### config.mk
export PLATFORM = sky130hd
export DESIGN_NAME = tile_config_receiver
export DESIGN_NICKNAME = d
export VERILOG_FILES = /design/src/rtl/tile_cfg_pkg.sv /design/src/rtl/tile_cfg_decode.sv /design/src/rtl/tile_config_receiver.sv
export SDC_FILE = /design/constraint.sdc
export NUM_CORES = 1
export LEC_CHECK = 0
export ABC_AREA = 1
export CELL_PAD_IN_SITES_DETAIL_PLACEMENT = 0
export CELL_PAD_IN_SITES_GLOBAL_PLACEMENT = 1
export CORE_MARGIN = 8
export CORE_UTILIZATION = 36
export DETAILED_ROUTE_END_ITERATION = 16
export PLACE_DENSITY_LB_ADDON = 0.1
export RECOVER_POWER = 25
export SLEW_MARGIN = 40
export SYNTH_ARGS = -nofsm -noshare
export SYNTH_HDL_FRONTEND = slang
export SYNTH_SLANG_ARGS = --single-unit
### constraint.sdc
create_clock -name clk -period 1 [get_ports clk]
set_input_delay 0.1 -clock clk [delete_from_list [all_inputs] [get_ports clk]]
set_output_delay 0.1 -clock clk [all_outputs]
set_load 0.005 [all_outputs]
### src/rtl/tile_cfg_pkg.sv
// Shared decode definitions for the tile config bus.
// Field positions, special register indices and the decoded command.
package tile_cfg_pkg;

    localparam int TILE_LSB = 0;
    localparam int TILE_W   = 16;
    localparam int FEAT_LSB = 16;
    localparam int FEAT_W   = 8;
    localparam int REG_LSB  = 24;
    localparam int REG_W    = 8;

    localparam logic [REG_W-1:0]  COMMIT_REG   = 8'hFF;
    localparam logic [REG_W-1:0]  CLR_ERR_REG  = 8'hFE;
    localparam logic [TILE_W-1:0] BROADCAST_ID = 16'hFFFF;

    typedef struct packed {
        logic             hit;
        logic             we;
        logic [REG_W-1:0] idx;
    } cfg_cmd_t;

endpackage

### src/rtl/tile_cfg_decode.sv
// Combinational address decode for one tile feature.
// Broadcast tile ID only matches writes; broadcast reads are not hits.
module tile_cfg_decode
    import tile_cfg_pkg::*;
#(
    parameter logic [FEAT_W-1:0] FEATURE_ID = 8'h00
) (
    input  logic              en_i,
    input  logic              we_i,
    input  logic [31:0]       addr_i,
    input  logic [TILE_W-1:0] tile_id_i,
    output cfg_cmd_t          cmd_o
);

    logic [TILE_W-1:0] tile;
    logic [FEAT_W-1:0] feat;
    logic              tile_match;

    assign tile = addr_i[TILE_LSB +: TILE_W];
    assign feat = addr_i[FEAT_LSB +: FEAT_W];

    // Own tile always matches; broadcast matches writes only.
    always_comb begin
        tile_match = (tile == tile_id_i) |
                     (we_i & (tile == BROADCAST_ID));
        cmd_o.hit  = en_i & tile_match & (feat == FEATURE_ID);
        cmd_o.we   = we_i;
        cmd_o.idx  = addr_i[REG_LSB +: REG_W];
    end

endmodule

### src/rtl/tile_config_receiver.sv
// Tile-side config receiver: shadow regs, atomic commit to active config,
// readback of the active config and a sticky decode error flag.
module tile_config_receiver
    import tile_cfg_pkg::*;
#(
    parameter logic [7:0] FEATURE_ID = 8'h00,
    parameter int         NUM_REGS   = 8
) (
    input  logic                  clk,
    input  logic                  reset,
    input  logic [15:0]           tile_id,
    input  logic                  config_en,
    input  logic                  config_we,
    input  logic [31:0]           config_addr,
    input  logic [31:0]           config_data,
    output logic [31:0]           read_data,
    output logic                  read_valid,
    output logic [NUM_REGS*32-1:0] cfg_active,
    output logic                  cfg_committed,
    output logic                  cfg_all_written,
    output logic                  cfg_err
);

    cfg_cmd_t            cmd;
    logic [31:0]         shadow_q [NUM_REGS];
    logic [31:0]         active_q [NUM_REGS];
    logic [NUM_REGS-1:0] written_q;
    logic [31:0]         read_data_q;
    logic                read_valid_q;
    logic                committed_q;
    logic                err_q;
    logic [31:0]         rd_sel;
    logic                reg_ok;

    tile_cfg_decode #(
        .FEATURE_ID (FEATURE_ID)
    ) u_decode (
        .en_i      (config_en),
        .we_i      (config_we),
        .addr_i    (config_addr),
        .tile_id_i (tile_id),
        .cmd_o     (cmd)
    );

    // Range-check the register index and select its active value.
    always_comb begin
        rd_sel = '0;
        reg_ok = 1'b0;
        for (int i = 0; i < NUM_REGS; i++) begin
            if (cmd.idx == 8'(i)) begin
                rd_sel = active_q[i];
                reg_ok = 1'b1;
            end
        end
    end

    assign cfg_all_written = &written_q;

    // Command execution: shadow writes, commit, readback and error tracking.
    always_ff @(posedge clk or negedge reset) begin
        if (!reset) begin
            for (int i = 0; i < NUM_REGS; i++) begin
                shadow_q[i] <= '0;
                active_q[i] <= '0;
            end
            written_q    <= '0;
            read_data_q  <= '0;
            read_valid_q <= 1'b0;
            committed_q  <= 1'b0;
            err_q        <= 1'b0;
        end else begin
            read_valid_q <= 1'b0;
            committed_q  <= 1'b0;
            if (cmd.hit && cmd.we) begin
                if (reg_ok) begin
                    for (int i = 0; i < NUM_REGS; i++) begin
                        if (cmd.idx == 8'(i)) begin
                            shadow_q[i]  <= config_data;
                            written_q[i] <= 1'b1;
                        end
                    end
                end else if (cmd.idx == COMMIT_REG) begin
                    for (int i = 0; i < NUM_REGS; i++) begin
                        active_q[i] <= shadow_q[i];
                    end
                    written_q   <= '0;
                    committed_q <= 1'b1;
                end else if (cmd.idx == CLR_ERR_REG) begin
                    err_q <= 1'b0;
                end else begin
                    err_q <= 1'b1;
                end
            end else if (cmd.hit) begin
                read_valid_q <= 1'b1;
                if (reg_ok) begin
                    read_data_q <= rd_sel;
                end else if (cmd.idx == COMMIT_REG) begin
                    read_data_q <= {31'b0, cfg_all_written};
                end else begin
                    read_data_q <= '0;
                    err_q       <= 1'b1;
                end
            end
        end
    end

    for (genvar g = 0; g < NUM_REGS; g++) begin : g_active
        assign cfg_active[32*g +: 32] = active_q[g];
    end

    assign read_data     = read_data_q;
    assign read_valid    = read_valid_q;
    assign cfg_committed = committed_q;
    assign cfg_err       = err_q;

endmodule

==> results.yml, run 1 <==
# implementation run metrics
run_status:
  status: "finished with violations"
  violations: "negative setup slack"
logic_synthesis:
  top_cell: "nand2_1"
  fp_nets: 3271
  synth.distinct_cells: 30
  ys_top_logic_family: "simple AND/OR/NAND/NOR gates"
  postSynth.asyncResetShare: 1.00
  synth_flops: 555
  ys_seq_frac: 0.548
  area_leaders: "dfrtp_1 (55%), nand2_1 (19%), nand3_1 (8.6%)"
  synth.avg_cell_area_sq_um: 7.95
  mux_area_frac: 0
  adder_share: 0
  synth-xor-area-share: 0
  top_cells_by_count: "nand2_1 (1262), dfrtp_1 (555), nand3_1 (433)"
  yosysTopAreaCell: "dfrtp_1"
critical_path:
  r2r_cells: 7
  rrSetupSlack_ns: -0.44
  reg2reg_to: "read_data[0]"
  endpoint: "cfg_all_written"
  slowest_stage: "dfrtp_1"
  crit_type: "reg -> out"
  path_buffers: 1
  required_ns: 0.90
  cp-end-kind: "output pin"
  crit_family: "simple AND/OR/NAND/NOR gates"
  critPathMaxFanout: 2
  reg2reg_from: "cfg_active[128]"
  path_depth: 3
  arrival_ns: 1.54
placed_design:
  pre_cts_ws_ns: -1.39
  gp_congestion: 0.871
  dp_cells: 4722
power_and_ir_drop:
  powerComb_uw: 2170
  seq-power_uw: 22500
  p_switching_uw: 11000
  power_density_nw_per_um2: 1060
  power_frac_clock: 0.483
  intPower_uw: 36600
  irDropWorstVdd_v: 0.00151
  cellLeakagePower_uw: 0.0235
  powerClk_uw: 23000
  power_frac_comb: 0.045
grt:
  grt_start_max_net_pins: 72
  groute.layer.met2.usage: 0.476
  top_usage_layer: "met2"
  grt_pass1_wl_mm: 174
  gr-total-overflow: 0
  antenna_found_initial: 4
floorplan:
  io-pin-count: 376
  initCoreUtil: 0.362
  chip_area_sq_um: 79100
detailed_routing:
  drtPass1Iterations: 6
  wl_met2_mm: 61.4
  met1_length_mm: 50.9
  dr.max_layer_used: "met5"
  drt-initial-drc-count: 2592
final_layout:
  largest_class: "non-clock buffers"
  nClkBuffers: 95
  diodes: 1
  comb_share: 0.283
  fin_nets: 4363
  num-nonclk-buffers: 1250
  buffer_area_frac: 0.316
  final_common_cell: "nand2_1"
  inverters_excl_clock: 254
  n_fill_cell: 5758
final_timing:
  postLayoutSetupSlackWorst_ns: -0.637
  finalHoldWorstSlack_ns: 0.0607
  hold_violations: 0
  fin_skew_ns: 0.0206
  fin_crit_ns: 1.64
  setup_tns_ns: -260.53
  setup_viol: 998
  post-route-period-util: 1.64
  relSlewSlack: 0.617
  drv_slew: 0
cts:
  cts_made_buffers: 61
  cts.sinks: 555
  post-cts-setup-buffer-count: 236
  insertion_delay_ns: 0.65
  cts_tree: "yes"
  clk_path_buf_depth: 3
hold_path:
  hp-start: "config_addr[19]"
flow_run:
  warnings: 29
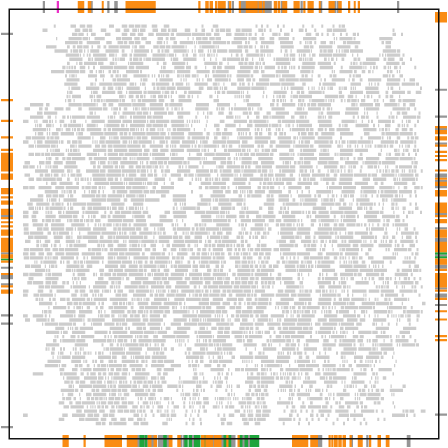
run_1/io_placement.png
Pins as bars across the die edge, other pins in grey.
- green: `config_addr` (pins 32; direction input; edge 29 bottom, 2 right, 1 left)
- magenta: `cfg_committed` (pins 1; direction output; edge top)
- orange: `cfg_active` (pins 256; direction output; edge 79 bottom, 77 top, 55 right, 45 left)
- all pins by edge: 141 bottom, 102 top, 77 right, 56 left
IO Port Bufs: 375
Die W: 281 um
die height: 281 um

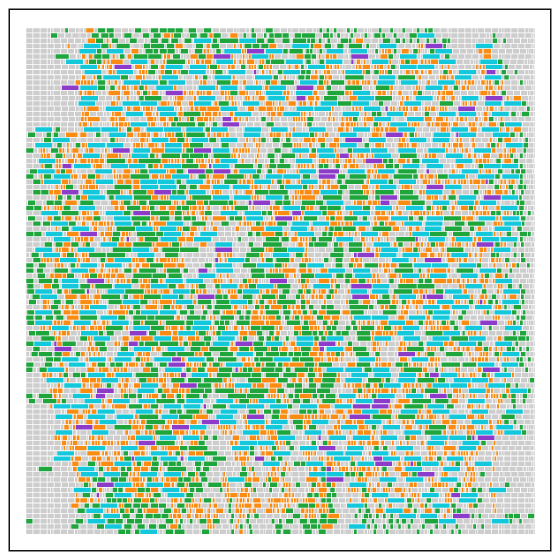
run_1/placement_by_type.png
Fill, decap, tap and diode cells in grey.
- cyan: flops (cells 555)
- orange: combinational and other logic (cells 2411)
- purple: clock drivers and dummy loads (cells 108)
- green: other buffers and delay cells (cells 1250)
Seq/total area: 0.308
core box area: 69900 sq um
site row count: 97

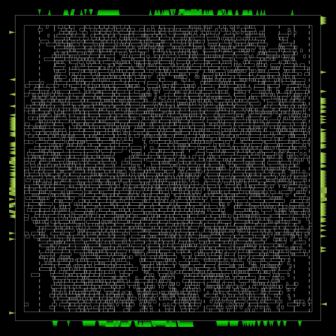
run_1/placement.png
# Taps: 940
Seq cells: 555
Non-Filler Instances: 5265
Core Util, Final: 0.646

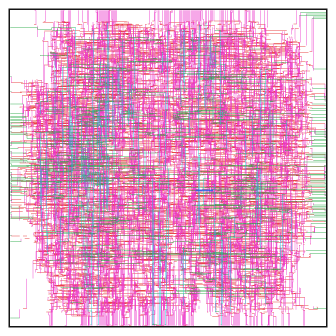
run_1/wires.png
- blue: metal 5 (wire length 13.8 um)
- cyan: metal 4 (wire length 6280 um)
- green: metal 3 (wire length 11300 um)
- red: metal 1 (wire length 50.9 mm)
- magenta: metal 2 (wire length 61.4 mm)
WL final: 130 mm
via count: 27800
Routed WL per cell: 24.7 um
Tot GR Track Use: 0.291

## Run 2: what changed since run 1
--- a/config.mk
+++ b/config.mk
@@ -10,9 +10,11 @@
 export CELL_PAD_IN_SITES_GLOBAL_PLACEMENT = 1
 export CORE_MARGIN = 8
 export CORE_UTILIZATION = 36
+export CTS_CLUSTER_SIZE = 30
 export DETAILED_ROUTE_END_ITERATION = 16
 export PLACE_DENSITY_LB_ADDON = 0.1
 export RECOVER_POWER = 25
+export SKIP_LAST_GASP = 1
 export SLEW_MARGIN = 40
 export SYNTH_ARGS = -nofsm -noshare
 export SYNTH_HDL_FRONTEND = slang
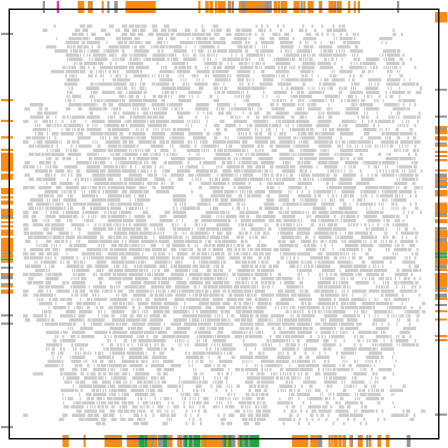
run_2/io_placement.png
Pins as bars across the die edge, other pins in grey.
- orange: `cfg_active` (pins 256; direction output; edge 79 bottom, 77 top, 55 right, 45 left)
- magenta: `cfg_committed` (pins 1; direction output; edge top)
- green: `config_addr` (pins 32; direction input; edge 29 bottom, 2 right, 1 left)
- all pins by edge: 141 bottom, 102 top, 77 right, 56 left

==> run 2 against run 1 <==
Compared with the run above:
- the flow still finishes with violations (negative setup slack)
- clock skew increased by 0.00085 ns
- clock power about the same
- power decreased by 0.26%
- area after synthesis unchanged
- global-route usage about the same
- non-clock buffer count decreased by 65
- sequential power about the same
- largest power group unchanged
==> results.yml, run 2 <==
# implementation run metrics
detailed_routing:
  drtPass1Iterations: 5
  met1_length_mm: 48.7
  dr.max_layer_used: "met5"
  drt-initial-drc-count: 2490
  drt-total-wl_mm: 123
  drtAntennaViolNets: 0
  wl_per_cell_um: 23.7
  route.vias.total: 26900
floorplan:
  core_area_sq_um: 69900
  die_width_um: 281
  chip_area_sq_um: 79100
  die_h_um: 281
  n_tap_cell: 940
  initCoreUtil: 0.362
  io-pin-count: 376
  rows: 97
placed_design:
  port_buffers: 375
  pre_cts_ws_ns: -1.39
  dp_cells: 4722
power_and_ir_drop:
  cellLeakagePower_uw: 0.0229
  irDropWorstVdd_v: 0.00149
  p_switching_uw: 10900
  intPower_uw: 36600
  power_frac_comb: 0.045
  powerComb_uw: 2130
  powerClk_uw: 22900
  power_frac_clock: 0.482
  power_density_nw_per_um2: 1110
  seq-power_uw: 22500
critical_path:
  startpoint_type: "register"
  path_buffers: 1
  crit_type: "reg -> out"
  cp-end-kind: "output pin"
  reg2reg_to: "read_data[0]"
  r2r_cells: 7
  reg2reg_from: "cfg_active[128]"
  endpoint: "cfg_all_written"
  path_depth: 3
  critPathMaxFanout: 2
  rrSetupSlack_ns: -0.46
  arrival_ns: 1.51
  crit_family: "simple AND/OR/NAND/NOR gates"
  required_ns: 0.90
logic_synthesis:
  top_area_frac: 0.548
  ys_seq_frac: 0.548
  fp_nets: 3271
  mux_area_frac: 0
  adder_share: 0
  synth-xor-area-share: 0
  synth.avg_cell_area_sq_um: 7.95
  area_leaders: "dfrtp_1 (55%), nand2_1 (19%), nand3_1 (8.6%)"
  top_cell: "nand2_1"
  synth.distinct_cells: 30
  synth_flops: 555
  ys_top_logic_family: "simple AND/OR/NAND/NOR gates"
  top_cells_by_count: "nand2_1 (1262), dfrtp_1 (555), nand3_1 (433)"
  yosysTopAreaCell: "dfrtp_1"
final_timing:
  hold_violations: 0
  fin_crit_ns: 1.61
  grt_setup_unrepaired: "yes"
  finalHoldWorstSlack_ns: 0.0888
  relSlewSlack: 0.616
  postLayoutSetupSlackWorst_ns: -0.607
  fin_skew_ns: 0.0214
  setup_viol: 990
  drv_slew: 0
  setup_tns_ns: -256.76
  post-route-period-util: 1.61
cts:
  cts.clk_slew.worst_paths_ns: 0.06
  cts_made_buffers: 61
  clk_path_buf_depth: 3
  cts_tree: "yes"
  cts.sinks: 555
  post-cts-setup-buffer-count: 236
  insertion_delay_ns: 0.65
  root_buffer: "clkbuf_16"
final_layout:
  seq_share: 0.325
  diodes: 1
  layout_top_cells: "nand2_1 (1094), dfrtp_1 (551), buf_4 (404)"
  n_fill_cell: 6042
  comb_share: 0.265
  nFlopsAndLatches: 555
  buffer_area_frac: 0.312
  inverters_excl_clock: 254
  num-nonclk-buffers: 1185
  final_core_util: 0.611
  fin_nets: 4296
  layout.cells.non_filler: 5198
  largest_class: "sequential cells"
  final_common_cell: "nand2_1"
  nClkBuffers: 95
run_status:
  status: "finished with violations"
  violations: "negative setup slack"
grt:
  gr-total-overflow: 0
  groute.layer.met2.usage: 0.476
  grt_pass1_wl_mm: 174
  antenna_found_initial: 4
  track_usage: 0.291
  top_usage_layer: "met2"
  grt_start_max_net_pins: 72
hold_path:
  hp-start: "config_addr[19]"
  worstHoldEndpoint: "cfg_err"
flow_run:
  warnings: 29
Power and IR drop assume default switching activity.
